`src/rtl/i8085_bus_pkg.sv`:
```
// Shared 8085 bus definitions: responder state encoding, bus widths and window decode helper.
package i8085_bus_pkg;

  localparam int AD_W   = 8;
  localparam int ADDR_W = 16;

  typedef enum logic [1:0] {
    IDLE,
    ADDR,
    WAIT,
    ACCESS
  } resp_state_t;

  // True when addr falls in the 2**aw byte window that starts at base (base aligned to 2**aw).
  function automatic logic window_hit(input logic [ADDR_W-1:0] addr,
                                      input logic [ADDR_W-1:0] base,
                                      input int                aw);
    return (addr >> aw) == (base >> aw);
  endfunction

endpackage

```
`src/rtl/i8085_resp_ram.sv`:
```
// Single-port byte RAM with registered read for the 8085 bus responder; contents are never reset.
module i8085_resp_ram
  import i8085_bus_pkg::*;
#(
  parameter int MEM_AW = 8
) (
  input  logic              clk,
  input  logic              we,
  input  logic [MEM_AW-1:0] addr,
  input  logic [7:0]        wdata,
  output logic [7:0]        rdata
);

  logic [AD_W-1:0] mem [2**MEM_AW];
  logic [AD_W-1:0] rdata_q;

  always_ff @(posedge clk) begin
    if (we) begin
      mem[addr] <= wdata;
    end
    rdata_q <= mem[addr];
  end

  assign rdata = rdata_q;

endmodule

```
`src/rtl/i8085_bus_responder.sv`:
```
// Byte-wide RAM slave on the 8085 multiplexed AD bus: ALE address latch, window decode,
// programmable READY wait states, and RD_n/WR_n data transfer.
module i8085_bus_responder
  import i8085_bus_pkg::*;
#(
  parameter logic [15:0] BASE_ADDR   = 16'h2000,
  parameter int          MEM_AW      = 8,
  parameter int          WAIT_STATES = 1,
  parameter logic        IO_M_SEL    = 1'b0
) (
  input  logic       clk_out,
  input  logic       resetn_in,
  input  logic       ale,
  input  logic       io_m,
  input  logic [7:0] a_hi,
  input  logic [7:0] ad_in,
  input  logic       rd_n,
  input  logic       wr_n,
  output logic [7:0] ad_out,
  output logic       ad_oe,
  output logic       ready,
  output logic       sel
);

  localparam bit         HAS_WAIT  = (WAIT_STATES > 0);
  localparam logic [2:0] WAIT_INIT = HAS_WAIT ? 3'(WAIT_STATES - 1) : 3'd0;

  resp_state_t       state_q, state_d;
  logic [MEM_AW-1:0] addr_q, addr_d;
  logic              sel_q, sel_d;
  logic              ready_q, ready_d;
  logic [2:0]        wait_cnt_q, wait_cnt_d;
  logic              ad_oe_q, ad_oe_d;
  logic [AD_W-1:0]   ad_out_q, ad_out_d;
  logic              wrote_q, wrote_d;

  logic [ADDR_W-1:0] bus_addr;
  logic              hit;
  logic              ram_we;
  logic [AD_W-1:0]   ram_rdata;

  assign bus_addr = {a_hi, ad_in};
  assign hit      = (io_m == IO_M_SEL) && window_hit(bus_addr, BASE_ADDR, MEM_AW);

  always_comb begin
    state_d    = state_q;
    addr_d     = addr_q;
    sel_d      = sel_q;
    ready_d    = ready_q;
    wait_cnt_d = wait_cnt_q;
    ad_oe_d    = ad_oe_q;
    ad_out_d   = ad_out_q;
    wrote_d    = wrote_q;
    ram_we     = 1'b0;

    if (ale) begin
      state_d = ADDR;
      addr_d  = bus_addr[MEM_AW-1:0];
      sel_d   = hit;
      ad_oe_d = 1'b0;
      wrote_d = 1'b0;
      if (hit && HAS_WAIT) begin
        ready_d    = 1'b0;
        wait_cnt_d = WAIT_INIT;
      end else begin
        ready_d    = 1'b1;
        wait_cnt_d = 3'd0;
      end
    end else begin
      // The wait countdown runs from the ALE edge regardless of state so READY covers T2 sampling.
      if (!ready_q) begin
        if (wait_cnt_q == 3'd0) begin
          ready_d = 1'b1;
        end else begin
          wait_cnt_d = wait_cnt_q - 3'd1;
        end
      end

      case (state_q)
        IDLE: begin
          ad_oe_d = 1'b0;
        end
        ADDR: begin
          if (!sel_q) begin
            state_d = IDLE;
          end else if (HAS_WAIT) begin
            state_d = WAIT;
          end else begin
            state_d = ACCESS;
          end
        end
        WAIT: begin
          if (wait_cnt_q == 3'd0) begin
            state_d = ACCESS;
          end
        end
        ACCESS: begin
          if (!rd_n && !wr_n) begin
            ad_oe_d = 1'b0;
            state_d = IDLE;
          end else if (!rd_n) begin
            ad_out_d = ram_rdata;
            ad_oe_d  = 1'b1;
          end else if (!wr_n) begin
            ad_oe_d = 1'b0;
            if (!wrote_q) begin
              ram_we  = 1'b1;
              wrote_d = 1'b1;
            end
          end else begin
            ad_oe_d = 1'b0;
            state_d = IDLE;
          end
        end
        default: begin
          ad_oe_d = 1'b0;
          state_d = IDLE;
        end
      endcase
    end
  end

  always_ff @(posedge clk_out or negedge resetn_in) begin
    if (!resetn_in) begin
      state_q    <= IDLE;
      addr_q     <= '0;
      sel_q      <= 1'b0;
      ready_q    <= 1'b1;
      wait_cnt_q <= 3'd0;
      ad_oe_q    <= 1'b0;
      ad_out_q   <= '0;
      wrote_q    <= 1'b0;
    end else begin
      state_q    <= state_d;
      addr_q     <= addr_d;
      sel_q      <= sel_d;
      ready_q    <= ready_d;
      wait_cnt_q <= wait_cnt_d;
      ad_oe_q    <= ad_oe_d;
      ad_out_q   <= ad_out_d;
      wrote_q    <= wrote_d;
    end
  end

  i8085_resp_ram #(
    .MEM_AW(MEM_AW)
  ) u_ram (
    .clk  (clk_out),
    .we   (ram_we),
    .addr (addr_q),
    .wdata(ad_in),
    .rdata(ram_rdata)
  );

  // Never contend with the CPU: a low WR_n masks the driver even before the next edge.
  assign ad_oe  = ad_oe_q & wr_n;
  assign ad_out = ad_out_q;
  assign ready  = ready_q;
  assign sel    = sel_q;

endmodule

```
`config.mk`:
```
export PLATFORM = sky130hd
export DESIGN_NAME = i8085_bus_responder
export DESIGN_NICKNAME = d
export VERILOG_FILES = /design/src/rtl/i8085_bus_pkg.sv /design/src/rtl/i8085_resp_ram.sv /design/src/rtl/i8085_bus_responder.sv
export SDC_FILE = /design/constraint.sdc
export NUM_CORES = 2
export LEC_CHECK = 0
export CELL_PAD_IN_SITES_DETAIL_PLACEMENT = 1
export CELL_PAD_IN_SITES_GLOBAL_PLACEMENT = 2
export CORE_UTILIZATION = 30
export DETAILED_ROUTE_END_ITERATION = 7
export HOLD_SLACK_MARGIN = 0.02
export PLACE_DENSITY = 0.53
export SLEW_MARGIN = 5
export SYNTH_ARGS = -nofsm -noshare
export SYNTH_HDL_FRONTEND = slang
export SYNTH_SLANG_ARGS = --single-unit
```
`constraint.sdc`:
```
create_clock -name clk_out -period 5.9 [get_ports clk_out]
set_clock_uncertainty 0.2 [all_clocks]
set_input_delay 0.885 -clock clk_out [delete_from_list [all_inputs] [get_ports clk_out]]
set_output_delay 0.885 -clock clk_out [all_outputs]
set_load 0.005 [all_outputs]
```
Fig. 1: layout detail
Region (117, 375) to (142, 400) um. Cells in grey, sequential cells in the stronger grey; small squares are vias.
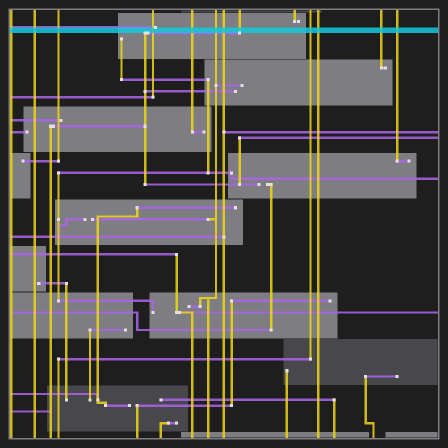
metal 1 -> purple
metal 3 -> cyan
metal 2 -> yellow
most frequent = edfxtp_1 (7), mux4_2 (1), clkbuf_16 (1)
sequential cells in the window = 7
netlist names of flops here include = u_ram.mem (7)
cells with their middle in the window = 9

Fig. 2: congestion heat map
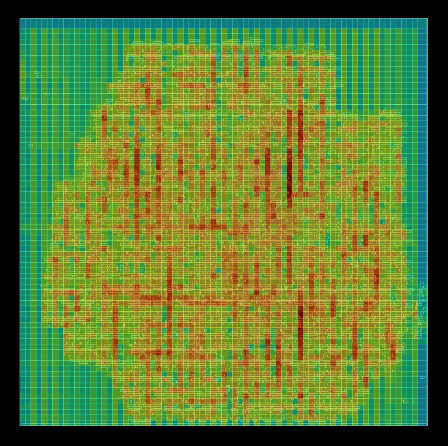
global route hottest layer: met2
routing usage on met2: 28.1%
M1 GR Usage: 24.2%

Fig. 3: metal 1
(1 px per um)
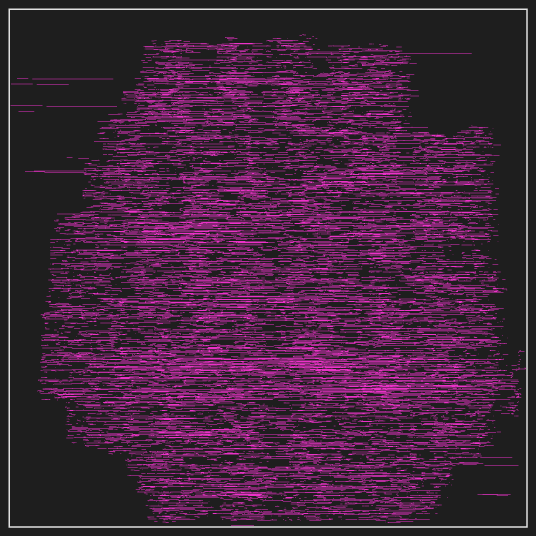
main direction = horizontal
share of all routed wire = 46%
longest straight run = 134 um
nets with wire on the layer = 3,752

Fig. 4: placement by cell class
(1 px per um)
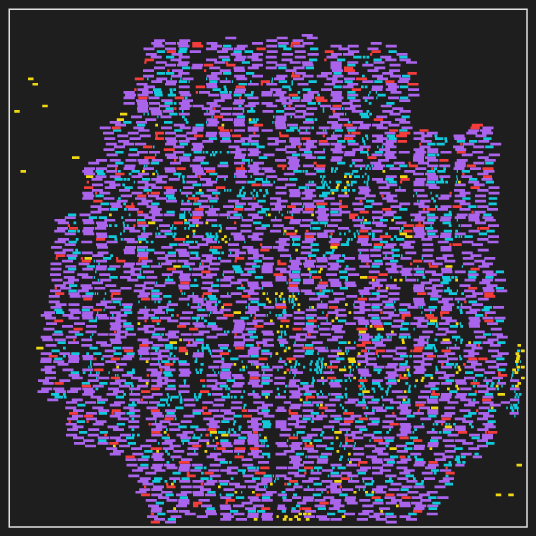
other buffers and delay cells -> yellow  # cells 201, share of their area 2.3%
clock drivers and dummy loads -> red  # cells 404, share of their area 8.3%
flops -> purple  # cells 2,081, share of their area 71%
combinational and other logic -> cyan  # cells 1,302, share of their area 18%

==> impl_metrics.csv <==
group,metric,value,unit
timing,hold_viol_final,0,
worst_hold_path,min_delay_path_depth,1,
run_status,status,"completed",
die,rows,188,
power,leakage,27.6,nW
cts,clk_path_buf_depth,3,
worst_setup_path,reg2reg_from,"addr_q[0]$_DFFE_PN0P_",
worst_setup_path,crit_start,"addr_q[0]$_DFFE_PN0P_",
cts,cts_sinks,2081,
timing,period_used_share,73.5,%
flow_run,cap_viol_max_count,0,
die,die_area,267000,um2
drt,highest_layer,"met4",
place,port_buffers,32,
power,powerDensity,353,nW/um2
synth,async_flop_share,1.20,%
worst_setup_path,worst-path-max-fanout,33,
die,ios,33,
timing,finalWorstSetupSlack,1.57,ns
drt,wl_met3,9090,um
synth,ys_warn_count,0,
-- cell type report --
cell class                 instances  area share, %
inverter                           7         0.0285
timing repair buffer             201           2.21
multi-input combinational       1295           17.5
clock buffer                     273           6.30
sequential                      2081           67.5
tap                             3515           4.77
clock inverter                   131           1.62
antenna                            2        0.00543
-- critical path, cell delays in order, from the launching register on --
cell	delay [ns]
dfrtp_4	1.00
buf_12	0.33
buf_4	0.25
mux4_2	0.53
a22oi_1	0.38
a21oi_1	0.19
o41ai_1	0.81
nand4_1	0.36
-- state kept, by name, indices dropped and copies added, names as in the netlist --
signal,flops
ad_oe_q,1
ad_out,8
addr_q,8
ready,1
sel,1
state_q,2
u_ram.mem,2048
u_ram.rdata,8
wait_cnt_q,3
wrote_q,1
Power is estimated from default activity; no workload was simulated.
